### src/rtl/csr_encoder_pkg.sv
// Shared widths and FSM encoding for the dense-to-CSR writer.
package csr_pkg;
  localparam int DATA_W = 32;
  localparam int NNZ_AW = 14;
  localparam int ROW_AW = 10;
  localparam int COL_W  = 10;

  typedef enum logic [1:0] {IDLE, PTR0, STREAM, FIN} state_e;
endpackage

### src/rtl/csr_encoder_if.sv
// Element stream plus the three CSR RAM write ports of csr_encoder.
interface csr_encoder_if #(parameter int DATA_W = 32);
  logic                        in_valid;
  logic                        in_ready;
  logic [DATA_W-1:0]           in_data;
  logic                        val_we;
  logic [csr_pkg::NNZ_AW-1:0]  val_addr;
  logic [DATA_W-1:0]           val_din;
  logic                        col_we;
  logic [csr_pkg::NNZ_AW-1:0]  col_addr;
  logic [31:0]                 col_din;
  logic                        row_we;
  logic [csr_pkg::ROW_AW-1:0]  row_addr;
  logic [31:0]                 row_din;

  // master = encoder side, slave = stream source / RAM side
  modport master (input in_valid, in_data,
                  output in_ready, val_we, val_addr, val_din, col_we, col_addr, col_din,
                  row_we, row_addr, row_din);
  modport slave  (output in_valid, in_data,
                  input in_ready, val_we, val_addr, val_din, col_we, col_addr, col_din,
                  row_we, row_addr, row_din);
endinterface

### src/rtl/csr_encoder_classifier.sv
// Zero/nonzero decision for one dense element. CSR_ZERO_THRESH_EN selects
// magnitude-vs-threshold instead of exact zero.
module csr_elem_classifier #(
  parameter int DATA_W = 32
) (
  input  logic [DATA_W-1:0] data,
`ifdef CSR_ZERO_THRESH_EN
  input  logic [DATA_W-1:0] thresh,
`endif
  output logic              is_nonzero
);
`ifdef CSR_ZERO_THRESH_EN
  logic [DATA_W-1:0] neg, mag;

  // Negating the most negative value wraps to itself; clamp it to +max instead.
  always_comb begin
    neg = -data;
    if (!data[DATA_W-1])    mag = data;
    else if (neg[DATA_W-1]) mag = {1'b0, {(DATA_W-1){1'b1}}};
    else                    mag = neg;
  end

  assign is_nonzero = mag > thresh;
`else
  assign is_nonzero = |data;
`endif
endmodule

### src/rtl/csr_encoder.sv
// Dense row-major stream -> CSR value/col/row_ptr RAM writes. Optional
// CSR_ZERO_THRESH_EN adds a thresh port for near-zero dropping.
module csr_encoder #(
  parameter int DATA_W  = csr_pkg::DATA_W,
  parameter int N_ROWS  = 560,
  parameter int N_COLS  = 560,
  parameter int NNZ_MAX = 16384
) (
  input  logic               clk,
  input  logic               rst,
  input  logic               start,
`ifdef CSR_ZERO_THRESH_EN
  input  logic [DATA_W-1:0]  thresh,
`endif
  csr_encoder_if.master      bus,
  output logic               busy,
  output logic               done,
  output logic [14:0]        nnz,
  output logic               overflow
);
  import csr_pkg::*;

  localparam logic [14:0]       NNZ_LIM  = 15'(NNZ_MAX);
  localparam logic [COL_W-1:0]  COL_LAST = COL_W'(N_COLS - 1);
  localparam logic [ROW_AW-1:0] ROW_LAST = ROW_AW'(N_ROWS - 1);

  state_e              state_q, state_d;
  logic [COL_W-1:0]    col_q;
  logic [ROW_AW-1:0]   row_q;
  logic [14:0]         nnz_q, nnz_nxt;
  logic                ovf_q, done_q;
  logic                val_we_q, row_we_q;
  logic [NNZ_AW-1:0]   val_addr_q;
  logic [DATA_W-1:0]   val_din_q;
  logic [COL_W-1:0]    col_din_q;
  logic [ROW_AW-1:0]   row_addr_q;
  logic [14:0]         row_din_q;
  logic                is_nz, accept, store, last_col, last_row;

  csr_elem_classifier #(.DATA_W(DATA_W)) u_cls (
    .data       (bus.in_data),
`ifdef CSR_ZERO_THRESH_EN
    .thresh     (thresh),
`endif
    .is_nonzero (is_nz)
  );

  assign accept   = (state_q == STREAM) && bus.in_valid;
  assign store    = accept && is_nz && (nnz_q < NNZ_LIM);
  assign last_col = (col_q == COL_LAST);
  assign last_row = (row_q == ROW_LAST);
  assign nnz_nxt  = nnz_q + {14'd0, store};

  always_ff @(posedge clk) begin
    if (rst) state_q <= IDLE;
    else     state_q <= state_d;
  end

  always_comb begin
    state_d = state_q;
    unique case (state_q)
      IDLE:    if (start) state_d = PTR0;
      PTR0:    state_d = STREAM;
      STREAM:  if (accept && last_col && last_row) state_d = FIN;
      FIN:     state_d = IDLE;
      default: state_d = IDLE;
    endcase
  end

  // Write strobes are one-cycle registered pulses; done trails the FIN writes by a cycle.
  always_ff @(posedge clk) begin
    if (rst) begin
      col_q      <= '0;
      row_q      <= '0;
      nnz_q      <= '0;
      ovf_q      <= 1'b0;
      done_q     <= 1'b0;
      val_we_q   <= 1'b0;
      val_addr_q <= '0;
      val_din_q  <= '0;
      col_din_q  <= '0;
      row_we_q   <= 1'b0;
      row_addr_q <= '0;
      row_din_q  <= '0;
    end else begin
      val_we_q <= 1'b0;
      row_we_q <= 1'b0;
      done_q   <= (state_q == FIN);
      unique case (state_q)
        IDLE: if (start) begin
          row_we_q   <= 1'b1;
          row_addr_q <= '0;
          row_din_q  <= '0;
          nnz_q      <= '0;
          ovf_q      <= 1'b0;
          col_q      <= '0;
          row_q      <= '0;
        end
        STREAM: if (accept) begin
          if (store) begin
            val_we_q   <= 1'b1;
            val_addr_q <= nnz_q[NNZ_AW-1:0];
            val_din_q  <= bus.in_data;
            col_din_q  <= col_q;
          end
          if (is_nz && !store) ovf_q <= 1'b1;
          nnz_q <= nnz_nxt;
          if (last_col) begin
            row_we_q   <= 1'b1;
            row_addr_q <= row_q + ROW_AW'(1);
            row_din_q  <= nnz_nxt;
            col_q      <= '0;
            row_q      <= last_row ? '0 : row_q + ROW_AW'(1);
          end else begin
            col_q <= col_q + COL_W'(1);
          end
        end
        default: ;
      endcase
    end
  end

  // rst masks strobes combinationally so a write in flight never reaches the RAMs.
  assign bus.in_ready = (state_q == STREAM) && !rst;
  assign bus.val_we   = val_we_q && !rst;
  assign bus.col_we   = val_we_q && !rst;
  assign bus.val_addr = val_addr_q;
  assign bus.col_addr = val_addr_q;
  assign bus.val_din  = val_din_q;
  assign bus.col_din  = {{(32-COL_W){1'b0}}, col_din_q};
  assign bus.row_we   = row_we_q && !rst;
  assign bus.row_addr = row_addr_q;
  assign bus.row_din  = {17'd0, row_din_q};
  assign busy         = (state_q != IDLE) && !rst;
  assign done         = done_q && !rst;
  assign nnz          = nnz_q;
  assign overflow     = ovf_q;
endmodule
### src/flat_wrapper.sv
// flat-port wrapper written by rule: the top's interface ports become plain ports
module csr_encoder_flat import csr_pkg::*;
#(
  parameter int DATA_W  = csr_pkg::DATA_W,
  parameter int N_ROWS  = 560,
  parameter int N_COLS  = 560,
  parameter int NNZ_MAX = 16384
)
  (clk, rst, start, busy, done, nnz, overflow, bus_in_valid, bus_in_data, bus_in_ready, bus_val_we, bus_val_addr, bus_val_din, bus_col_we, bus_col_addr, bus_col_din, bus_row_we, bus_row_addr, bus_row_din);
  csr_encoder_if #(.DATA_W(DATA_W)) bus_i ();
  input  logic clk;
  input  logic rst;
  input  logic start;
  output logic busy;
  output logic done;
  output logic [14:0] nnz;
  output logic overflow;
  input wire logic [$bits(bus_i.in_valid)-1:0] bus_in_valid;
  input wire logic [$bits(bus_i.in_data)-1:0] bus_in_data;
  output wire logic [$bits(bus_i.in_ready)-1:0] bus_in_ready;
  output wire logic [$bits(bus_i.val_we)-1:0] bus_val_we;
  output wire logic [$bits(bus_i.val_addr)-1:0] bus_val_addr;
  output wire logic [$bits(bus_i.val_din)-1:0] bus_val_din;
  output wire logic [$bits(bus_i.col_we)-1:0] bus_col_we;
  output wire logic [$bits(bus_i.col_addr)-1:0] bus_col_addr;
  output wire logic [$bits(bus_i.col_din)-1:0] bus_col_din;
  output wire logic [$bits(bus_i.row_we)-1:0] bus_row_we;
  output wire logic [$bits(bus_i.row_addr)-1:0] bus_row_addr;
  output wire logic [$bits(bus_i.row_din)-1:0] bus_row_din;
  assign bus_i.in_valid = bus_in_valid;
  assign bus_i.in_data = bus_in_data;
  assign bus_in_ready = bus_i.in_ready;
  assign bus_val_we = bus_i.val_we;
  assign bus_val_addr = bus_i.val_addr;
  assign bus_val_din = bus_i.val_din;
  assign bus_col_we = bus_i.col_we;
  assign bus_col_addr = bus_i.col_addr;
  assign bus_col_din = bus_i.col_din;
  assign bus_row_we = bus_i.row_we;
  assign bus_row_addr = bus_i.row_addr;
  assign bus_row_din = bus_i.row_din;
  csr_encoder #(.DATA_W(DATA_W), .N_ROWS(N_ROWS), .N_COLS(N_COLS), .NNZ_MAX(NNZ_MAX)) u_core (.clk(clk), .rst(rst), .start(start), .bus(bus_i), .busy(busy), .done(done), .nnz(nnz), .overflow(overflow));
endmodule
### config.mk
export PLATFORM = sky130hd
export DESIGN_NAME = csr_encoder_flat
export DESIGN_NICKNAME = d
export VERILOG_FILES = /design/src/rtl/csr_encoder_pkg.sv /design/src/rtl/csr_encoder_if.sv /design/src/rtl/csr_encoder_classifier.sv /design/src/rtl/csr_encoder.sv /design/src/flat_wrapper.sv
export SDC_FILE = /design/constraint.sdc
export NUM_CORES = 1
export LEC_CHECK = 0
export CAP_MARGIN = 20
export CORE_MARGIN = 3
export CORE_UTILIZATION = 35
export DETAILED_ROUTE_END_ITERATION = 12
export PLACE_DENSITY = 0.67
export SYNTH_ARGS = -nofsm -noshare
export SYNTH_HDL_FRONTEND = slang
export SYNTH_SLANG_ARGS = --single-unit
### constraint.sdc
create_clock -name clk -period 2.9 [get_ports clk]
set_clock_uncertainty 0.1 [all_clocks]
set_input_delay 0.435 -clock clk [delete_from_list [all_inputs] [get_ports clk]]
set_output_delay 0.435 -clock clk [all_outputs]
set_load 0.02 [all_outputs]
==> out/qor.csv, run 1 <==
stage,metric,value,unit
outcome,status,finished clean,
drt,drc_errors,0,
timing,min_period_over_period,93.3,%
logic_synthesis,ys_chip_area,5560,µm²
critical_path,cp-endpoint,u_core.row_din_q[10]$_SDFFE_PP0P_,
placement,port-buffer-count,152,
critical_path,cp_top_family,simple AND/OR/NAND/NOR gates,
clocking,cts_root_buf,clkbuf_16,
finish,fill_cells,1443,
logic_synthesis,xor_area_share,4.10,%
pwr,leakagePower,3.30,nW
placement,placed_cell_area,7120,µm²
finish,nClkBuffers,20,
timing,maxSlewHeadroom,35.5,%
logic_synthesis,yosys.area_share.aoi,9.52,%
finish,largest_register_ffs,32,
finish,bufAreaShareNonClock,22.3,%
clocking,cts.clk_slew.worst_paths,50,ps
hold_path,holdPathEnd,u_core.bus.row_addr[8]$_SDFFE_PP0P_,
critical_path,crit_path_end_kind,flop,
finish,drive_gt1_share,8.81,%
critical_path,slowest_stage,clkdlybuf4s50_1,
pwr,switching_share,30.7,%
placement,place_inst,961,
logic_synthesis,logic_family,simple AND/OR/NAND/NOR gates,
pwr,p_per_area,707,nW/µm²
drt,drtIter0Drc,273,
flow_run,cap_violations,0,
global_route,grt_overflow,0,
floorplanning,chip_area,17400,µm²
logic_synthesis,syn_inst,621,
drt,wl_met1,6240,µm
pwr,power.switching,1.68,mW
floorplanning,die_height,132,µm
critical_path,worstReg2RegEnd,u_core.nnz[14]$_SDFFE_PP0P_,
finish,ff_count,122,
drt,final_antenna_net_count,0,
pwr,pwr.group.clock,2.20,mW
finish,layout_top_cell,clkdlybuf4s50_1,
logic_synthesis,yosys_cells,621,
critical_path,worstSetupPathType,in -> reg,
critical_path,worstPathCellList,"clkdlybuf4s50_1, nor4_2, buf_4, nand4_1, buf_4, o21ai_4, inv_1, ha_1, ha_1, and3_1, nor2b_1, and2_1, xnor2_1, o32ai_1",
pwr,internal-power,3.80,mW
logic_synthesis,synthSimpleGateAreaFrac,18.7,%
clocking,cts-buffers-inserted,17,
clocking,clkSinkCount,122,
logic_synthesis,synth_area,5560,µm²
logic_synthesis,synth_area_per_cell,8.95,µm²
floorplanning,die_x,132,µm
finish,multi_input_comb_cells,440,
finish,num-nonclk-inverters,9,
drt,wire_per_inst,14.1,µm
hold_path,holdCritPathClass,reg -> reg,
pwr,pwr-share-clk,40.2,%
drt,viasPerCell,4.65,
timing,fin_tns_setup,0,ps
critical_path,crit-reg2reg-launch,u_core.state_q[0]$_SDFFE_PP0P_,
-- run 1: per-stage QoR --
stage | total power, mW | setup WS, ps | utilization [%]
2_1_floorplan | 2.84 | 47.0 | -
3_3_place_gp | 3.31 | -338 | 46.3
3_5_place_dp | 3.32 | -324 | 46.3
4_1_cts | 5.54 | 32.5 | 50.3
5_1_grt | 5.76 | 22.5 | 50.5
6_report | 5.48 | 195 | 50.5
-- run 1: Yosys cell counts, types with 10 or more instances --
cell type	count
a21oi_1	17
nand2_1	42
buf_4	55
mux2i_1	59
o21ai_0	39
xor2_1	14
nor3_1	11
xnor2_1	12
nand3_1	27
nor2_1	87
dfxtp_1	122
clkbuf_1	17
buf_2	10
Run 1, zoomed window:
Window x 74 to 124, y 74 to 124 µm. Cells in grey, sequential cells in the stronger grey; small squares are vias.
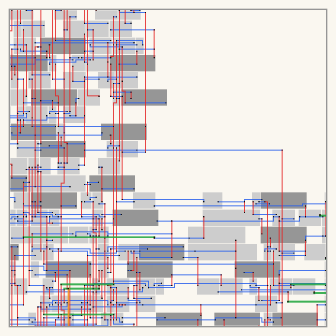
metal 2: marked red. metal 1: marked blue. metal 4: marked orange. metal 3: marked green.
Most frequent: clkdlybuf4s50_1 (22), dfxtp_1 (20), nor2_1 (15). Sequential cells in the window: 20. 112 logic cells have their middle in the window. Netlist names of flops here include `u_core.bus.col_addr` (7), `u_core.bus.val_din` (6), `u_core.nnz` (4).

Run 1, placement by cell class:
(4 px per µm)
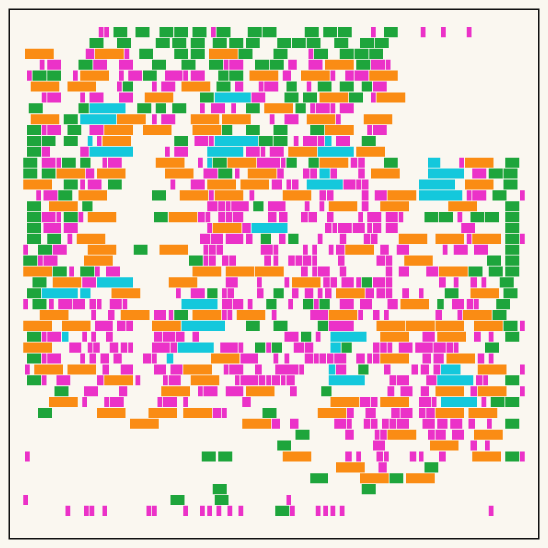
other buffers and delay cells: marked green, cells 180. combinational and other logic: marked magenta, cells 449. clock drivers and dummy loads: marked cyan, cells 32. flops: marked orange, cells 122.
core area: 15400 µm²
fin area: 7760 µm²
fin util: 50.5%
flop share of the area: 31.5%
FP Rows: 45

Run 1, M3 wires:
(4 px per µm) Cells faint in the background.
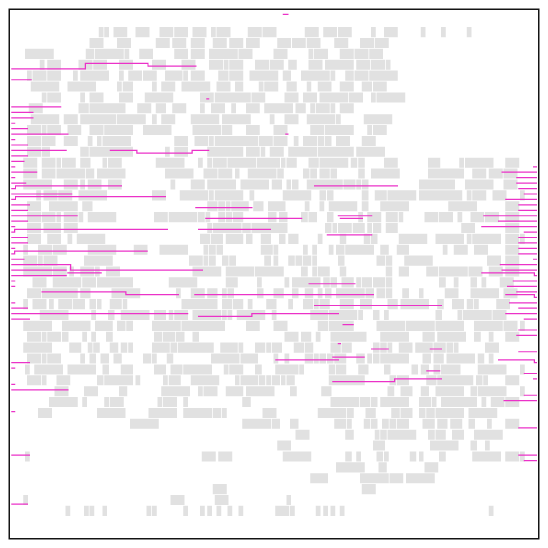
The layer carries 1080 µm of wire. The wires run mostly horizontal. The layer holds 7.7% of the routed length. The longest straight run is 44.6 µm. 101 nets have wire on it.
met3 usage: 6.45%
wirelength, routed: 14000 µm

Run 1, clock wiring as the flow saved it:
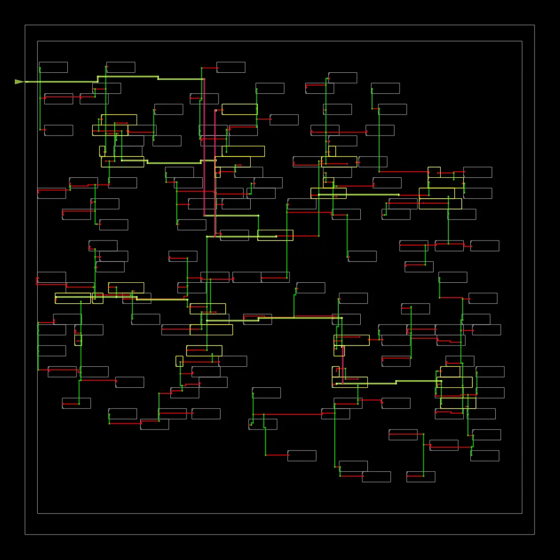

==> run 2, diff against run 1 <==
--- a/config.mk
+++ b/config.mk
@@ -9,7 +9,9 @@
 export CORE_MARGIN = 3
 export CORE_UTILIZATION = 35
 export DETAILED_ROUTE_END_ITERATION = 12
+export MAX_ROUTING_LAYER = met4
 export PLACE_DENSITY = 0.67
 export SYNTH_ARGS = -nofsm -noshare
 export SYNTH_HDL_FRONTEND = slang
 export SYNTH_SLANG_ARGS = --single-unit
+export TNS_END_PERCENT = 5
Run 2, clock wiring as the flow saved it:
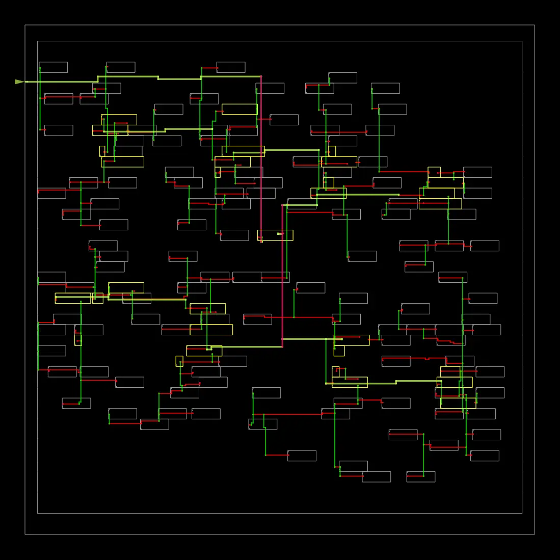
clk_lat worst skew: 410 ps
clock sink count: 122
P_clk: 2.20 mW
FF+latch count: 122

Run 2, M3 wires:
(4 px per µm) Cells faint in the background.
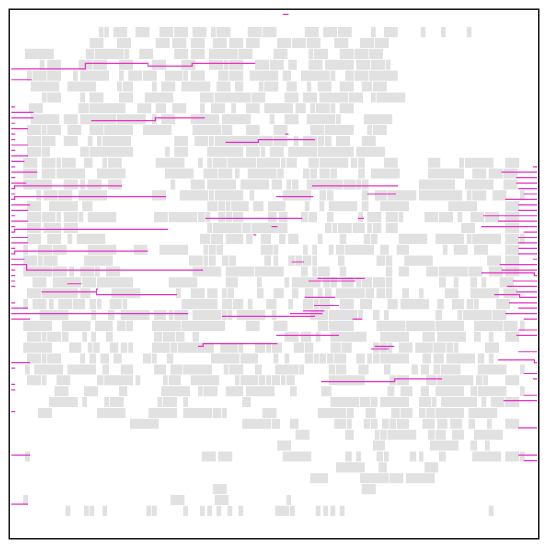
The layer carries 936 µm of wire. The layer holds 6.7% of the routed length.
met3 usage: 5.88%
wirelength, routed: 14000 µm
Via Count: 4643

Run 2, placement by cell class:
(4 px per µm)
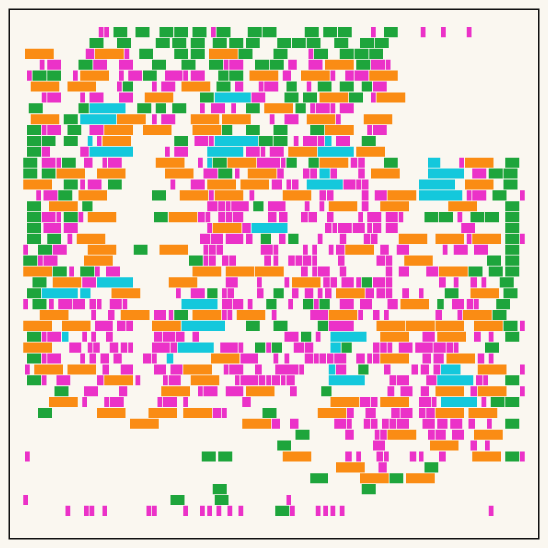
other buffers and delay cells: marked green, cells 179. clock drivers and dummy loads: marked cyan, cells 32. flops: marked orange, cells 122. combinational and other logic: marked magenta, cells 449.
fin util: 50.4%
flop share of the area: 31.5%

==> run 2 against run 1 <==
  * Worst setup slack got worse by 55 ps
  * Fmax shrank 2.0%
  * Count of clock-buffer cells in the layout unchanged
  * Sequential power barely moved
  * Register-to-register slack about the same
  * Total power about the same
  * First-iteration DRC count up 1.1%
  * Sequential share of layout area barely moved
  * Critical path depth is 2 lower
  * Critical path type unchanged
==> out/qor.csv, run 2 <==
stage,metric,value,unit
finish,largest_register_ffs,32,
placement,place_inst,961,
finish,largest_class,logic gates,
drt,top_layer,met4,
timing,max_slew.worst_pin.slew,962,ps
pwr,pwr-share-clk,40.2,%
pwr,top_power_group,clock,
pwr,switching_share,30.7,%
pwr,power.switching,1.69,mW
hold_path,holdCritPathClass,reg -> reg,
pwr,ir_drop,533,µV
logic_synthesis,synth_area,5560,µm²
floorplanning,chip_area,17400,µm²
logic_synthesis,yosysWarnings,0,
finish,fin_nets,814,
finish,fill_cells,1445,
floorplanning,num_rows,45,
global_route,grt_overflow,0,
critical_path,worstPathCellList,"clkdlybuf4s50_1, nor4_1, nand4_1, o21ai_4, inv_1, ha_1, ha_1, and3_1, nor2b_1, nand4_1, nand2_1, a311oi_1",
global_route,busiest_layer,met2,
finish,nClkBuffers,20,
logic_synthesis,area_leaders,"dfxtp_1 44%, mux2i_1 11%, buf_4 7.4%",
finish,drive_gt1_share,8.70,%
global_route,use_met1,20.3,%
placement,port-buffer-count,152,
clocking,clockBufferDepth,2,
timing,min_period_over_period,95.2,%
floorplanning,ioPinCount,192,
floorplanning,die_height,132,µm
global_route,grt_max_degree,66,
floorplanning,initCoreUtil,36.2,%
logic_synthesis,async_flop_share,0,%
logic_synthesis,yosys_cells,621,
finish,bufAreaShareNonClock,22.2,%
critical_path,cp.required,3110,ps
drt,drtIter0Drc,276,
logic_synthesis,synthTopCellsByCount,"122 x dfxtp_1, 87 x nor2_1, 59 x mux2i_1",
critical_path,worstReg2RegEnd,u_core.nnz[14]$_SDFFE_PP0P_,
finish,layout_top_cell,clkdlybuf4s50_1,
pwr,internal-power,3.80,mW
critical_path,cp-endpoint,u_core.nnz[14]$_SDFFE_PP0P_,
critical_path,reg2reg_depth,14,
finish,antenna_cells,0,
timing,whs,350,ps
global_route,grt_pass1_wl,22000,µm
critical_path,crit_path_start_kind,input port,
hold_path,min_from,u_core.bus.row_addr[8]$_SDFFE_PP0P_,
drt,wl_met1,6470,µm
hold_path,holdPathEnd,u_core.bus.row_addr[8]$_SDFFE_PP0P_,
logic_synthesis,top_cell,dfxtp_1,
drt,drc_errors,0,
drt,viasPerCell,4.68,
timing,rsz0062_at_grt,yes,
pwr,leakagePower,3.29,nW
floorplanning,core_area,15400,µm²
timing,maxSlewHeadroom,35.9,%
critical_path,r2r_slack,290,ps
logic_synthesis,ys_chip_area,5560,µm²
pwr,seq_power,1.89,mW
clocking,cts.clk_slew.worst_paths,50,ps
floorplanning,die_x,132,µm
drt,final_antenna_net_count,0,
clocking,cts-buffers-inserted,17,
drt,wire_per_inst,14.1,µm
critical_path,worstSetupPathType,in -> reg,
clocking,cts_root_buf,clkbuf_16,
critical_path,crit-reg2reg-launch,u_core.state_q[0]$_SDFFE_PP0P_,
placement,gp_congestion,0.815,
flow_run,cap_violations,0,
logic_synthesis,top_cell_area_share,43.9,%
critical_path,slowest_stage,clkdlybuf4s50_1,
pwr,p_per_area,708,nW/µm²
finish,num-nonclk-inverters,9,
critical_path,crit_path_end_kind,flop,
hold_path,worstHoldPathCells,2,
drt,wl_met3,935,µm
pwr,power.total,5.48,mW
finish,area.sequential,2440,µm²
logic_synthesis,synthFlopType,dfxtp_1,
critical_path,cp_top_family,simple AND/OR/NAND/NOR gates,
logic_synthesis,syn_inst,621,
critical_path,cp_num_buf_inv,2,
logic_synthesis,synth_flops,122,
finish,multi_input_comb_cells,440,
clocking,htree_levels,4,
finish,fin_cells,993,
outcome,status,finished clean,
logic_synthesis,synth_area_per_cell,8.95,µm²
## run 2: cell counts after synthesis
Identical to the previous run, type by type.
## run 2: logic make-up (layout without fill, tap and decap cells)
kind of cell               count (synthesis)  after routing  share of synthesized area (%)
AOI/OAI and AO/OA                         87             87                           9.52
DFF                                      122            122                           43.9
buffers and inverters                     97            220                           11.0
muxes                                     59             59                           10.6
and+or+nand+nor                          220            220                           18.7
other                                      1             39                         0.0675
adders and majority gates                  9              9                           2.03
xor gates and xnor gates                  26             26                           4.10
## run 2: metrics by stage
step | worst slack (ps) | cell area [µm²] | setup TNS (ps)
5_1_grt | -34.5 | 7750 | -34.5
3_5_place_dp | -324 | 7120 | -19370
3_3_place_gp | -338 | 7120 | -21590
4_1_cts | 32.5 | 7730 | 0
6_report | 140 | 7750 | 0
2_1_floorplan | 47.0 | 5700 | 0
==> run 3, diff against run 2 <==
--- a/config.mk
+++ b/config.mk
@@ -10,7 +10,6 @@
 export CORE_UTILIZATION = 35
 export DETAILED_ROUTE_END_ITERATION = 12
 export MAX_ROUTING_LAYER = met4
-export PLACE_DENSITY = 0.67
 export SYNTH_ARGS = -nofsm -noshare
 export SYNTH_HDL_FRONTEND = slang
 export SYNTH_SLANG_ARGS = --single-unit
==> constraint.sdc (replaced) <==
create_clock -name clk -period 3.1 [get_ports clk]
set_clock_uncertainty 0.1 [all_clocks]
set_input_delay 0.465 -clock clk [delete_from_list [all_inputs] [get_ports clk]]
set_output_delay 0.465 -clock clk [all_outputs]
set_load 0.02 [all_outputs]
==> run 3 against run 2 <==
  * Die size stayed put
  * Core utilization is 0.63 points lower
  * Critical endpoint is now bus_in_ready
  * Sequential power is 7% lower
  * Largest cell class unchanged
  * Register-to-register slack better by 250 ps
  * Synthesized area stayed put
  * Highest routed layer unchanged
  * Largest power group unchanged
==> out/qor.csv, run 3 <==
stage,metric,value,unit
critical_path,worstSetupPathType,reg -> out,
pwr,top_power_group,clock,
pwr,pwr-share-clk,41.1,%
hold_path,holdPathEnd,u_core.bus.row_addr[7]$_SDFFE_PP0P_,
pwr,leakagePower,3.23,nW
global_route,grt_pass1_wl,23700,µm
drt,final_antenna_net_count,0,
floorplanning,ioPinCount,192,
clocking,cts_root_buf,clkbuf_16,
timing,rsz0062_at_grt,no,
logic_synthesis,synth_flops,122,
logic_synthesis,synth_area,5560,µm²
drt,drc_errors,0,
logic_synthesis,synthTopCellsByCount,"122 x dfxtp_1, 87 x nor2_1, 59 x mux2i_1",
logic_synthesis,ys_chip_area,5560,µm²
logic_synthesis,async_flop_share,0,%
floorplanning,chip_area,17400,µm²
critical_path,cp_num_buf_inv,4,
critical_path,slowest_stage,clkdlybuf4s50_1,
hold_path,holdCritPathClass,reg -> reg,
hold_path,min_from,u_core.bus.row_addr[7]$_SDFFE_PP0P_,
finish,layout_top_cell,clkdlybuf4s50_1,
finish,multi_input_comb_cells,440,
timing,min_period_over_period,94.9,%
global_route,grt_max_degree,58,
placement,placed_cell_area,7010,µm²
clocking,clock_latency,410,ps
hold_path,worstHoldPathCells,2,
critical_path,r2r_slack,540,ps
finish,antenna_cells,0,
global_route,grt_overflow,0,
finish,fin_cells,979,
logic_synthesis,yosysWarnings,0,
global_route,met3_usage,5.00,%
finish,area.sequential,2440,µm²
global_route,use_met1,21.2,%
pwr,internal-power,3.62,mW
pwr,power.total,5.19,mW
placement,place_inst,947,
critical_path,crit-reg2reg-launch,u_core.state_q[0]$_SDFFE_PP0P_,
logic_synthesis,top_cell_area_share,43.9,%
finish,sh_seq_area,31.9,%
critical_path,worstReg2RegEnd,u_core.nnz[14]$_SDFFE_PP0P_,
pwr,ir_drop,414,µV
drt,wl_met3,864,µm
outcome,status,finished clean,
logic_synthesis,synthFlopType,dfxtp_1,
finish,stdcell_area,7650,µm²
floorplanning,initCoreUtil,36.2,%
drt,wire_per_inst,15.0,µm
floorplanning,num_rows,45,
finish,fin_nets,800,
flow_run,cap_violations,0,
critical_path,cp.required,2530,ps
critical_path,crit_path_end_kind,output pin,
pwr,p_per_area,678,nW/µm²
timing,whs,350,ps
pwr,power.switching,1.57,mW
finish,bufAreaShareNonClock,21.1,%
finish,fill_cells,1446,
clocking,clkSinkCount,122,
critical_path,cp-endpoint,bus_in_ready,
drt,viasPerCell,4.81,
drt,drtIter0Drc,236,
drt,top_layer,met4,
logic_synthesis,synth_area_per_cell,8.95,µm²
logic_synthesis,yosys_cells,621,
drt,wl_met1,6490,µm
critical_path,cp_top_family,buffers and inverters,
critical_path,reg2reg_depth,14,
-- run 3: cell count changes in the layout (fill, tap and decap cells not counted), sizes merged --
cell	previous run	this run
buf	28	14
clkbuf	20	25
clkinvlp	3	0
clkdlybuf4s50	150	151
clkinv	4	3
dlymetal6s2s	1	0
inv	10	9
-- run 3: logic make-up (layout without fill, tap and decap cells) --
family                     after synthesis  after routing  share of synthesized area [%]
and+or+nand+nor                        220            220                           18.7
DFF                                    122            122                           43.9
buffers and inverters                   97            206                           11.0
AOI/OAI and AO/OA                       87             87                           9.52
muxes                                   59             59                           10.6
xor gates and xnor gates                26             26                           4.10
adders and majority gates                9              9                           2.03
other                                    1             39                         0.0675
Run 3, clock wiring as the flow saved it:
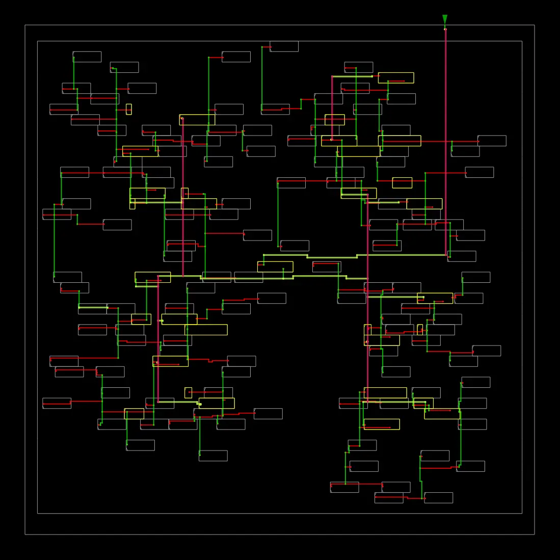
Num CTS Buffers: 17
clock buffers: 25
P_clk: 2.13 mW

Run 3, M3 wires:
(4 px per µm) Cells faint in the background.
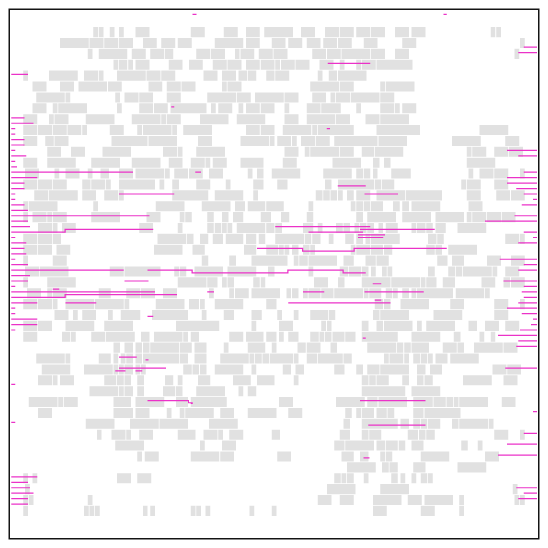
The layer holds 5.9% of the routed length. The layer carries 865 µm of wire. The wires run mostly horizontal.
Via Count: 4713
wirelength, routed: 14700 µm

Run 3, pin map:
(3 px per µm) Pins as bars across the die edge, other pins in grey.
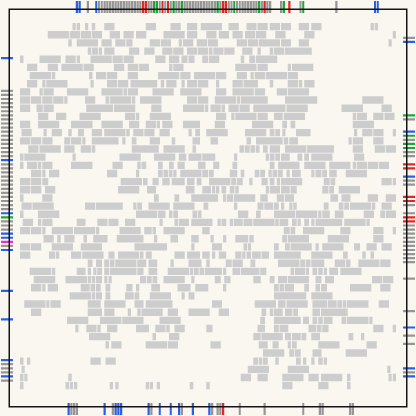
`bus_val_we`: marked magenta, pins 1, direction output, edge left. `bus_col_din`: marked blue, pins 32, direction output, edge 11 bottom, 10 left, 6 right, 5 top. `bus_val_addr`: marked green, pins 14, direction output, edge 9 top, 4 right, 1 left. `nnz`: marked red, pins 15, direction output, edge 8 top, 6 right, 1 bottom.
All pins by edge: 75 top, 49 left, 40 right, 28 bottom.
Die Span X: 132 µm
Die H: 132 µm
port buffer count: 152

Power and IR drop assume default switching activity.
